**src/rtl/antirrebote_multi_if.sv**
```systemverilog
// -----------------------------------------------------------------------------
// antirrebote_multi_if
// Groups the signals of the multi-channel debouncer. Bit i of each vector
// belongs to channel i.
//
// Signals:
//   Data_IN   raw asynchronous button/switch levels
//   Data_OUT  debounced levels
//   Rise      one-cycle pulse when Data_OUT[i] goes 0->1 (zero when edge
//             pulses are not built)
//   Fall      one-cycle pulse when Data_OUT[i] goes 1->0 (zero when edge
//             pulses are not built)
//
// Modports:
//   master  the side that owns the raw inputs and consumes the results
//   slave   the debouncer itself
// -----------------------------------------------------------------------------
interface antirrebote_multi_if #(
  parameter int CHANNELS = 4
);
  logic [CHANNELS-1:0] Data_IN;
  logic [CHANNELS-1:0] Data_OUT;
  logic [CHANNELS-1:0] Rise;
  logic [CHANNELS-1:0] Fall;

  modport master (
    output Data_IN,
    input  Data_OUT,
    input  Rise,
    input  Fall
  );

  modport slave (
    input  Data_IN,
    output Data_OUT,
    output Rise,
    output Fall
  );
endinterface

```
**src/rtl/antirrebote_multi.sv**
```systemverilog
// -----------------------------------------------------------------------------
// antirrebote_multi
// Multi-channel debouncer for mechanical buttons and switches. Each channel
// passes its raw input through a 2-flop synchroniser and then through a
// 4-state qualification FSM with a stability counter. The debounced level
// only changes after the synchronised input has shown the new level for
// STABLE_CYCLES consecutive samples; any sample of the old level restarts
// the qualification.
//
// All state is updated on the falling edge of Clk. Reset is asynchronous and
// active-high; its release takes effect at the next falling edge.
//
// Ports:
//   Clk    single clock, falling-edge active
//   Reset  asynchronous active-high reset
//   bus    antirrebote_multi_if.slave
//            Data_IN  (in)  raw inputs, bit i = channel i
//            Data_OUT (out) registered debounced levels
//            Rise     (out) one-cycle 0->1 pulse per channel
//            Fall     (out) one-cycle 1->0 pulse per channel
//
// Parameters:
//   CHANNELS       number of independent channels (>= 1)
//   CNT_W          stability counter width (STABLE_CYCLES <= 2**CNT_W)
//   STABLE_CYCLES  consecutive identical samples needed to accept a level
//   INIT_LEVEL     level of synchronisers and Data_OUT after reset
//
// Build option:
//   ANTIRREBOTE_EDGE_EN  when defined, Rise/Fall are registered edge pulses;
//                        otherwise they are tied to 0 and no edge registers
//                        exist.
// -----------------------------------------------------------------------------
module antirrebote_multi #(
  parameter int CHANNELS      = 4,
  parameter int CNT_W         = 8,
  parameter int STABLE_CYCLES = 8,
  parameter int INIT_LEVEL    = 0
) (
  input logic                 Clk,
  input logic                 Reset,
  antirrebote_multi_if.slave  bus
);

  // Encoding keeps the output level in the MSB's meaning: the two "high"
  // states are STABLE_HI and CHK_LO.
  typedef enum logic [1:0] {
    STABLE_LO = 2'd0,
    CHK_HI    = 2'd1,
    STABLE_HI = 2'd2,
    CHK_LO    = 2'd3
  } state_e;

  localparam logic             INIT_BIT   = (INIT_LEVEL != 0);
  localparam state_e           INIT_STATE = (INIT_LEVEL != 0) ? STABLE_HI : STABLE_LO;
  localparam logic [CNT_W-1:0] CNT_ONE    = CNT_W'(1);
  // Last count value before a level is accepted; the counter never passes it.
  localparam logic [CNT_W-1:0] CNT_LAST   = CNT_W'(STABLE_CYCLES - 1);

  // Elaboration-time parameter sanity checks.
  if (CHANNELS < 1) begin : g_chk_channels
    $error("antirrebote_multi: CHANNELS must be >= 1");
  end
  if (CNT_W < 1) begin : g_chk_cnt_w
    $error("antirrebote_multi: CNT_W must be >= 1");
  end
  if (STABLE_CYCLES < 1) begin : g_chk_stable_min
    $error("antirrebote_multi: STABLE_CYCLES must be >= 1");
  end
  if (longint'(STABLE_CYCLES) > (64'd1 << CNT_W)) begin : g_chk_stable_max
    $error("antirrebote_multi: STABLE_CYCLES must be <= 2**CNT_W");
  end

  // ---------------------------------------------------------------------------
  // Synchroniser: two flops per channel, reset to the initial level so the
  // FSM does not see a spurious transition right after reset.
  // ---------------------------------------------------------------------------
  logic [CHANNELS-1:0] sync1_q;
  logic [CHANNELS-1:0] sync2_q;

  always_ff @(negedge Clk or posedge Reset) begin
    if (Reset) begin
      sync1_q <= {CHANNELS{INIT_BIT}};
      sync2_q <= {CHANNELS{INIT_BIT}};
    end else begin
      sync1_q <= bus.Data_IN;
      sync2_q <= sync1_q;
    end
  end

  // Debounced level, current and next, gathered from the channel FSMs.
  logic [CHANNELS-1:0] data_out_q;
  logic [CHANNELS-1:0] data_out_d;

  // ---------------------------------------------------------------------------
  // Per-channel qualification FSM and stability counter.
  // ---------------------------------------------------------------------------
  for (genvar gi = 0; gi < CHANNELS; gi++) begin : g_ch
    state_e           state_q;
    state_e           state_d;
    logic [CNT_W-1:0] cnt_q;
    logic [CNT_W-1:0] cnt_d;
    logic             dout_q;
    logic             dout_d;
    logic             s2;

    assign s2 = sync2_q[gi];

    // State register (also holds the registered output level).
    always_ff @(negedge Clk or posedge Reset) begin
      if (Reset) begin
        state_q <= INIT_STATE;
        cnt_q   <= '0;
        dout_q  <= INIT_BIT;
      end else begin
        state_q <= state_d;
        cnt_q   <= cnt_d;
        dout_q  <= dout_d;
      end
    end

    // Next-state logic. The first sample of a new level is already counted
    // when entering a CHK state, so the level is accepted on the sample
    // where the counter has reached STABLE_CYCLES-1.
    always_comb begin
      state_d = state_q;
      cnt_d   = cnt_q;
      unique case (state_q)
        STABLE_LO: begin
          if (s2) begin
            if (STABLE_CYCLES == 1) begin
              state_d = STABLE_HI;
              cnt_d   = '0;
            end else begin
              state_d = CHK_HI;
              cnt_d   = CNT_ONE;
            end
          end
        end
        CHK_HI: begin
          if (!s2) begin
            // One sample of the old level throws away the qualification.
            state_d = STABLE_LO;
            cnt_d   = '0;
          end else if (cnt_q == CNT_LAST) begin
            state_d = STABLE_HI;
            cnt_d   = '0;
          end else begin
            cnt_d = cnt_q + CNT_ONE;
          end
        end
        STABLE_HI: begin
          if (!s2) begin
            if (STABLE_CYCLES == 1) begin
              state_d = STABLE_LO;
              cnt_d   = '0;
            end else begin
              state_d = CHK_LO;
              cnt_d   = CNT_ONE;
            end
          end
        end
        CHK_LO: begin
          if (s2) begin
            state_d = STABLE_HI;
            cnt_d   = '0;
          end else if (cnt_q == CNT_LAST) begin
            state_d = STABLE_LO;
            cnt_d   = '0;
          end else begin
            cnt_d = cnt_q + CNT_ONE;
          end
        end
      endcase
    end

    // Output logic: the debounced level is high in STABLE_HI and while a
    // fall is still being qualified (CHK_LO).
    always_comb begin
      dout_d = 1'b0;
      if ((state_d == STABLE_HI) || (state_d == CHK_LO)) begin
        dout_d = 1'b1;
      end
    end

    assign data_out_q[gi] = dout_q;
    assign data_out_d[gi] = dout_d;
  end

  assign bus.Data_OUT = data_out_q;

  // ---------------------------------------------------------------------------
  // Edge pulses: registered together with Data_OUT, so Rise/Fall are high in
  // exactly the cycle that follows the edge at which Data_OUT changed. A
  // channel can only change in one direction per edge, so they never overlap.
  // ---------------------------------------------------------------------------
`ifdef ANTIRREBOTE_EDGE_EN
  logic [CHANNELS-1:0] rise_d;
  logic [CHANNELS-1:0] fall_d;
  logic [CHANNELS-1:0] rise_q;
  logic [CHANNELS-1:0] fall_q;

  assign rise_d =  data_out_d & ~data_out_q;
  assign fall_d = ~data_out_d &  data_out_q;

  always_ff @(negedge Clk or posedge Reset) begin
    if (Reset) begin
      rise_q <= '0;
      fall_q <= '0;
    end else begin
      rise_q <= rise_d;
      fall_q <= fall_d;
    end
  end

  assign bus.Rise = rise_q;
  assign bus.Fall = fall_q;
`else
  assign bus.Rise = '0;
  assign bus.Fall = '0;
`endif

endmodule

```
**src/flat_wrapper.sv**
```systemverilog
// flat-port wrapper written by rule: the top's interface ports become plain ports
module antirrebote_multi_flat 
#(
  parameter int CHANNELS      = 4,
  parameter int CNT_W         = 8,
  parameter int STABLE_CYCLES = 8,
  parameter int INIT_LEVEL    = 0
)
  (Clk, Reset, bus_Data_IN, bus_Data_OUT, bus_Rise, bus_Fall);
  antirrebote_multi_if #(.CHANNELS(CHANNELS)) bus_i ();
  input logic Clk;
  input logic Reset;
  input wire logic [$bits(bus_i.Data_IN)-1:0] bus_Data_IN;
  output wire logic [$bits(bus_i.Data_OUT)-1:0] bus_Data_OUT;
  output wire logic [$bits(bus_i.Rise)-1:0] bus_Rise;
  output wire logic [$bits(bus_i.Fall)-1:0] bus_Fall;
  assign bus_i.Data_IN = bus_Data_IN;
  assign bus_Data_OUT = bus_i.Data_OUT;
  assign bus_Rise = bus_i.Rise;
  assign bus_Fall = bus_i.Fall;
  antirrebote_multi #(.CHANNELS(CHANNELS), .CNT_W(CNT_W), .STABLE_CYCLES(STABLE_CYCLES), .INIT_LEVEL(INIT_LEVEL)) u_core (.Clk(Clk), .Reset(Reset), .bus(bus_i));
endmodule
```
**config.mk**
```make
export PLATFORM = sky130hd
export DESIGN_NAME = antirrebote_multi_flat
export DESIGN_NICKNAME = d
export VERILOG_FILES = /design/src/rtl/antirrebote_multi_if.sv /design/src/rtl/antirrebote_multi.sv /design/src/flat_wrapper.sv
export SDC_FILE = /design/constraint.sdc
export NUM_CORES = 1
export LEC_CHECK = 0
export ABC_AREA = 1
export CAP_MARGIN = 40
export CELL_PAD_IN_SITES_DETAIL_PLACEMENT = 1
export CELL_PAD_IN_SITES_GLOBAL_PLACEMENT = 1
export CORE_MARGIN = 4
export CORE_UTILIZATION = 35
export DETAILED_ROUTE_END_ITERATION = 8
export PLACE_DENSITY = 0.62
export SLEW_MARGIN = 10
export SYNTH_ARGS = -nofsm -noshare
export SYNTH_HDL_FRONTEND = slang
export SYNTH_SLANG_ARGS = --single-unit
```
**constraint.sdc**
```tcl
create_clock -name Clk -period 1.9 [get_ports Clk]
set_input_delay 0.19 -clock Clk [delete_from_list [all_inputs] [get_ports Clk]]
set_output_delay 0.19 -clock Clk [all_outputs]
set_load 0.005 [all_outputs]
```
==> run_1/cell_classes.png <==
Scale: 4 px per um. Fill, decap, tap and diode cells in gray.
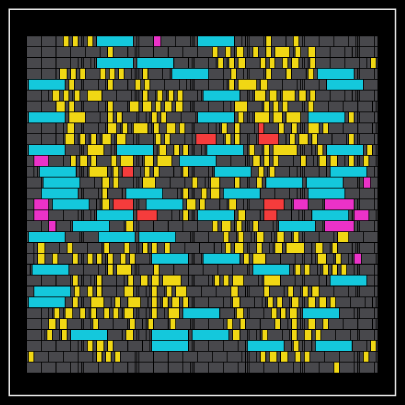
Red shows clock drivers and dummy loads, cells 8. Cyan shows flip-flops, cells 52. Magenta shows other buffers and delay cells, cells 11. Yellow shows all other logic, cells 282.
final core occ: 40.0%
Core Rows: 31
sequential share of cell area: 43.9%
Finished Cell Area: 2960 um^2

==> run_1/clock_map.png <==
Scale: 4 px per um.
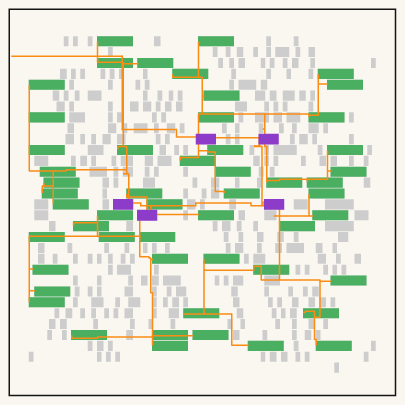
Purple shows cells driving clock nets, count 5. Green shows flip-flops, count 52. Orange shows clock wires, length 689 um.
Position of the flops: widely spread.
Latency at later pin: 0.31 ns
Clock net power: 640 uW
skew final: 0.00775 ns

==> impl_metrics.tcl, run 1 <==
# collected from the flow reports
set metrics [dict create \
    die_area_um2 9250 \
    maxCapViolations 0 \
    vdd_drop_max_mv 0.516 \
    holdCritStartpoint "u_core.sync1_q[1]" \
    holdWs_ns 0.299 \
    sh_comb_area_pct 39.5 \
    firstDrtPassIters 4 \
    p_total_mw 2.64 \
    min_to "u_core.sync2_q[1]" \
    fp_util_pct 36.8 \
    cts_tree "yes" \
    ys_top_logic_family "simple AND/OR/NAND/NOR gates" \
    grtUsageMet1_pct 17.4 \
    fin_ws_ns -0.0397 \
    vias 2058 \
    powerDensity_nw_per_um2 892 \
    violations "setup timing" \
    dr_wl_met2_um 2270 \
    crit_start "u_core.g_ch[3].dout_q" \
    setup_violations 4 \
    finalSetupTns_ns -0.135 \
    met3_wirelength_um 167 \
    die_y_um 96.2 \
    top_cells_by_count "98 x nand2_1, 52 x dfrtn_1, 40 x inv_1, 37 x nor2_1, 25 x nand3_1" \
    r2r-start "u_core.g_ch[3].cnt_q[0]" \
    cts_max_path_buffers 2 \
    num_tap_cells 99 \
    clkSlewWorstSetupHoldPaths_ns 0.06 \
    grt_overflow 0 \
    rsz0062_at_grt "yes" \
    top_cells_by_area "dfrtn_1 48%, nand2_1 14%, inv_1 5.5%, nor2_1 5.1%, nand3_1 4.6%" \
    cp-end-kind "output port" \
    p_sw_share_pct 33.8 \
    outcome "finished with violations" \
    gr-usage-met2_pct 20.2 \
    drtAntennaViolNets 0 \
    synth_cells 341 \
    flops 52 \
    root_buffer "clkbuf_8" \
    cp_num_buf_inv 1 \
    grt_usage_pct 12.6 \
    yosysChipArea_um2 2720 \
    fill_cells 909 \
    power.leakage_nw 1.46 \
    simple_gate_share_pct 32.0 \
    routed_wl_um 5170 \
    final-clk-cell-share_pct 3.00 \
    reg2reg_setup_slack_ns 0.41 \
    hold_buffers 0 \
    buffers_excl_clock 11 \
    post-synth-top-count-cell "nand2_1" \
    yosysUniqueCellTypes 30 \
    xor_share_pct 1.93 \
    power_frac_seq_pct 53.5 \
    tool_warnings 28 \
    grt_start_max_net_pins 30 \
    syn-mean-instance-area_um2 7.98 \
    mappedNetlistArea_um2 2720 \
    cts_buffers 5 \
    grt_pass1_vias 2035 \
    nClkBuffers 6 \
    cts_setup_buffers 0 \
    buf_share_pct 3.72 \
    slew_violations 0 \
    highest_layer "met4" \
    dp_hpwl_um 3970 \
    worstPathCellList "buf_2" \
]
==> run_1/port_nets.png <==
Scale: 4 px per um.
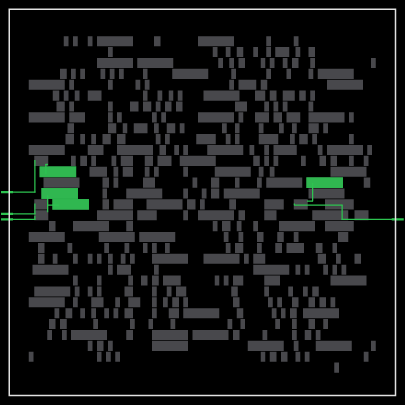
Green shows `bus_Data_IN`, bits 4, direction input, end cells 4, buffers 4, wire 72.8 um.
count of input and output buffers: 9
Ports: 18

==> run_1/met2.png <==
Scale: 4 px per um. Cells faint in the background.
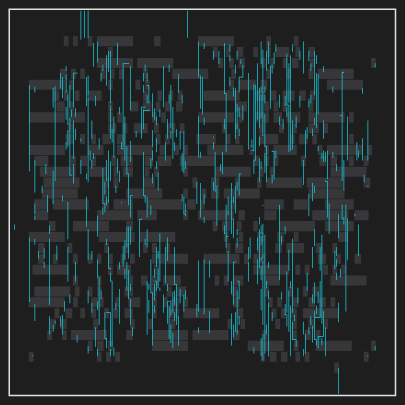
The wires run mostly vertical. The layer carries 2270 um of wire. The longest straight run is 29.6 um.

## run 1: through the flow
step | area (um^2) | worst slack, ns | std cells
floorplan | 2750 | 0.302 | 348
global placement | 2890 | -0.107 | 444
detailed placement | 2890 | -0.122 | 444
CTS | 2960 | -0.0630 | 452
global route | 2960 | -0.0855 | 452
finish | 2960 | -0.0397 | 452
## run 1: power by group through the flow
stage,sequential [mW],clock [mW],combinational [mW]
floorplan,1.40,0,0.490
global route,1.45,0.729,0.700
CTS,1.42,0.679,0.607
finish,1.42,0.640,0.588
global placement,1.43,0,0.599
detailed placement,1.44,0,0.618
## run 1: sequential cells by signal, indices dropped and copies added, names as in the netlist
name / flops
u_core.g_ch.cnt_q: 32
u_core.g_ch.state_q: 8
u_core.g_ch.dout_q: 4
u_core.sync1_q: 4
u_core.sync2_q: 4
==> inputs of run 2 (changes only) <==
--- a/config.mk
+++ b/config.mk
@@ -13,6 +13,7 @@
 export CORE_UTILIZATION = 35
 export DETAILED_ROUTE_END_ITERATION = 8
 export PLACE_DENSITY = 0.62
+export SETUP_SLACK_MARGIN = 0.02
 export SLEW_MARGIN = 10
 export SYNTH_ARGS = -nofsm -noshare
 export SYNTH_HDL_FRONTEND = slang
==> run_2/port_nets.png <==
Scale: 4 px per um.
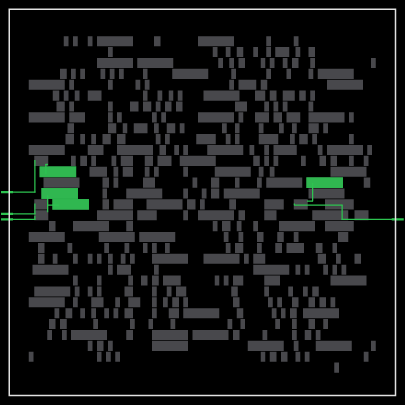
Green shows `bus_Data_IN`, bits 4, direction input, end cells 4, buffers 4, wire 72.8 um.

==> impl_metrics.tcl, run 2 <==
# collected from the flow reports
set metrics [dict create \
    syn-mean-instance-area_um2 7.98 \
    dp_slack_ns -0.122 \
    met3_wirelength_um 167 \
    yosysChipArea_um2 2720 \
    dr_wl_met2_um 2270 \
    p_clk_uw 640 \
    cp_num_buf_inv 1 \
    setup_violations 4 \
    grt_pass1_vias 2035 \
    p_total_mw 2.64 \
    top_cells_by_count "98 x nand2_1, 52 x dfrtn_1, 40 x inv_1, 37 x nor2_1, 25 x nand3_1" \
    final_cells 452 \
    holdCritStartpoint "u_core.sync1_q[1]" \
    violations "setup timing" \
    holdWs_ns 0.299 \
    firstDrtPassIters 4 \
    r2r-start "u_core.g_ch[3].cnt_q[0]" \
    grtUsageMet1_pct 17.4 \
    dp.cells 444 \
    die_y_um 96.2 \
    comb_cell_power_uw 588 \
    vias 2058 \
    grt_start_max_net_pins 30 \
    reg2reg_setup_slack_ns 0.41 \
    cp-end-kind "output port" \
    p_sw_share_pct 33.8 \
    synth_cells 341 \
    fin_skew_ns 0.00775 \
    outcome "finished with violations" \
    power_frac_seq_pct 53.5 \
    worstPathCellList "buf_2" \
    hold_buffers 0 \
    finalSetupTns_ns -0.135 \
    rows 31 \
    fin_util_pct 40.0 \
    vdd_drop_max_mv 0.516 \
    largest_register_ffs 32 \
    cts_buffers 5 \
    seq_power_mw 1.42 \
    fin_ws_ns -0.0397 \
    highest_layer "met4" \
    regMostFlops "u_core.g_ch.cnt_q" \
    fill_cells 909 \
    cts_tree "yes" \
    slew_violations 0 \
    drtAntennaViolNets 0 \
    cts_max_path_buffers 2 \
    gr-usage-met2_pct 20.2 \
    yosysUniqueCellTypes 30 \
    die_area_um2 9250 \
    clkSlewWorstSetupHoldPaths_ns 0.06 \
    dpl-instance-area_um2 2890 \
    io_pins 18 \
    mappedNetlistArea_um2 2720 \
    routed_wl_um 5170 \
    clk-insertion-delay-late_ns 0.31 \
    crit_start "u_core.g_ch[3].dout_q" \
    tool_warnings 28 \
]
-- run 2: what timing repair did --
item / 4_1_cts / 5_1_grt
setup endpoints to repair: 4 / 4
gates resized: 16 / 0
hold endpoints to repair: 0 / 0
-- run 2: cell type report --
cell class	instances	area, um^2	area share, %
Tap cell	99	124	4.18
Multi-Input combinational cell	238	1170	39.5
Clock inverter	2	16.3	0.549
Inverter	44	169	5.70
Sequential cell	52	1300	43.9
Clock buffer	6	72.6	2.45
Timing Repair Buffer	11	110	3.72
-- run 2: logic make-up after synthesis --
family          Yosys count  synth area share, %
fa+ha+maj                 4                 1.84
buf+inv                  58                 10.2
flops                    52                 47.8
xor+xnor                  6                 1.93
compound gates           30                 6.11
simple gates            190                 32.0
other cells               1                0.138
==> run_2/final_clocks.png <==
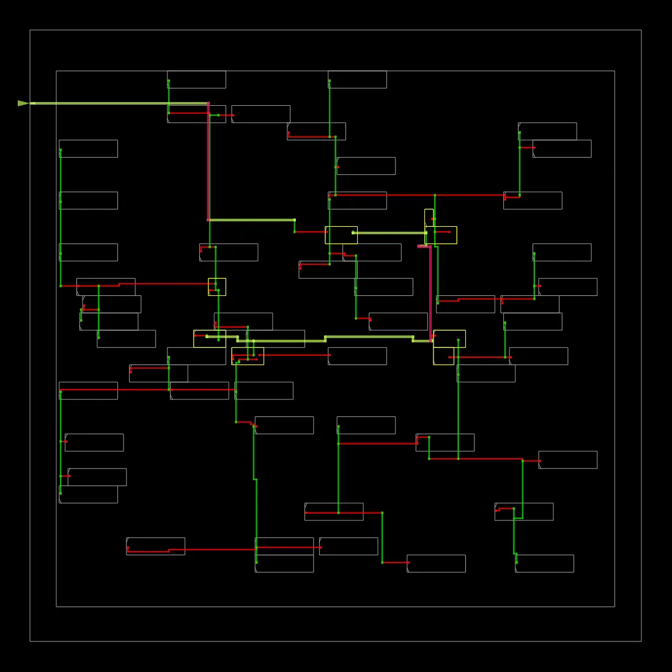

==> inputs of run 3 (changes only) <==
--- a/config.mk
+++ b/config.mk
@@ -9,7 +9,6 @@
 export CAP_MARGIN = 40
 export CELL_PAD_IN_SITES_DETAIL_PLACEMENT = 1
 export CELL_PAD_IN_SITES_GLOBAL_PLACEMENT = 1
-export CORE_MARGIN = 4
 export CORE_UTILIZATION = 35
 export DETAILED_ROUTE_END_ITERATION = 8
 export PLACE_DENSITY = 0.62
==> run_3/final_clocks.png <==
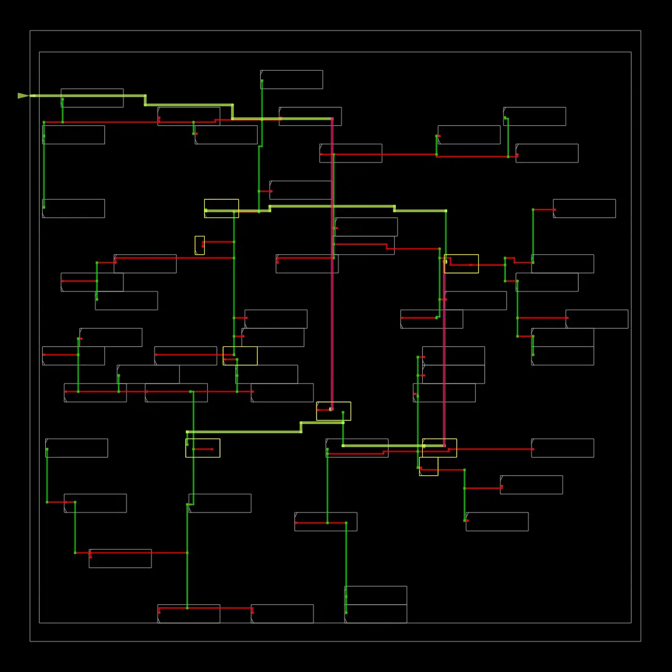
skew final: 0.00850 ns
clock buf count: 7
Flops: 52
Sinks on Clock Net: 52

==> impl_metrics.tcl, run 3 <==
# collected from the flow reports
set metrics [dict create \
    outcome "finished with violations" \
    violations "setup timing" \
    yosysUniqueCellTypes 30 \
    fill_cells 924 \
    synth_cells 341 \
    crit_start "u_core.g_ch[3].dout_q" \
    comb_cells 238 \
    simple_gate_share_pct 32.0 \
    holdCritStartpoint "u_core.sync1_q[1]" \
    largest_register_ffs 32 \
    worstPathCellList "buf_2" \
    setup_violations 4 \
    top_power_group "sequential cells" \
    ys_sh_adder_pct 1.84 \
    grt_pass1_vias 2133 \
    hold_buffers 0 \
    slew_violations 0 \
    ys_top_logic_family "simple AND/OR/NAND/NOR gates" \
    seq_power_mw 1.42 \
    syn-mean-instance-area_um2 7.98 \
    cts_max_path_buffers 2 \
    grt_start_max_net_pins 36 \
    dp.cells 445 \
    fin_ws_ns -0.0538 \
    vias 2101 \
    yosysChipArea_um2 2720 \
    largestRegisters "u_core.g_ch.cnt_q x32, u_core.g_ch.state_q x8" \
    cp_num_buf_inv 1 \
    mux_share_pct 0 \
    rows 31 \
    cts_buffers 5 \
    mappedNetlistArea_um2 2720 \
    maxCapViolations 0 \
    port_buffers 9 \
    top_cells_by_count "98 x nand2_1, 52 x dfrtn_1, 40 x inv_1, 37 x nor2_1, 25 x nand3_1" \
    root_buffer "clkbuf_8" \
    fp_util_pct 36.9 \
    fin_util_pct 40.2 \
    powerDensity_nw_per_um2 902 \
    num_tap_cells 99 \
    xor_share_pct 1.93 \
    nNonClkInverters 44 \
    final_cells 453 \
    ff_latch_area_um2 1300 \
    highest_layer "met4" \
    firstDrtPassIters 4 \
    clk-insertion-delay-late_ns 0.31 \
]
==> run 3: cell counts after synthesis <==
No cell type changed its count.
==> run 3: worst paths after layout <==
path                                      endpoint  depth (start not counted)
min in group asynchronous  u_core.g_ch[0].cnt_q[2]                          3
max reg2reg                  u_core.g_ch[3].dout_q                          8
max in group asynchronous  u_core.g_ch[3].cnt_q[7]                          3
min reg2reg                      u_core.sync2_q[1]                          0
min                              u_core.sync2_q[1]                          0
max                                bus_Data_OUT[3]                          1
==> run 3: metrics by stage <==
step                hold slack (ns)  total power [mW]  cell area [um^2]  worst slack [ns]
global route                  0.303              2.88              2960           -0.0983
global placement              0.293              2.03              2890            -0.104
CTS                           0.297              2.73              2960           -0.0781
detailed placement            0.300              2.05              2890            -0.129
floorplan                     0.292              1.89              2750             0.302
finish                        0.295              2.67              2960           -0.0538
No activity file was given, so power comes from the tool's default toggle rates.
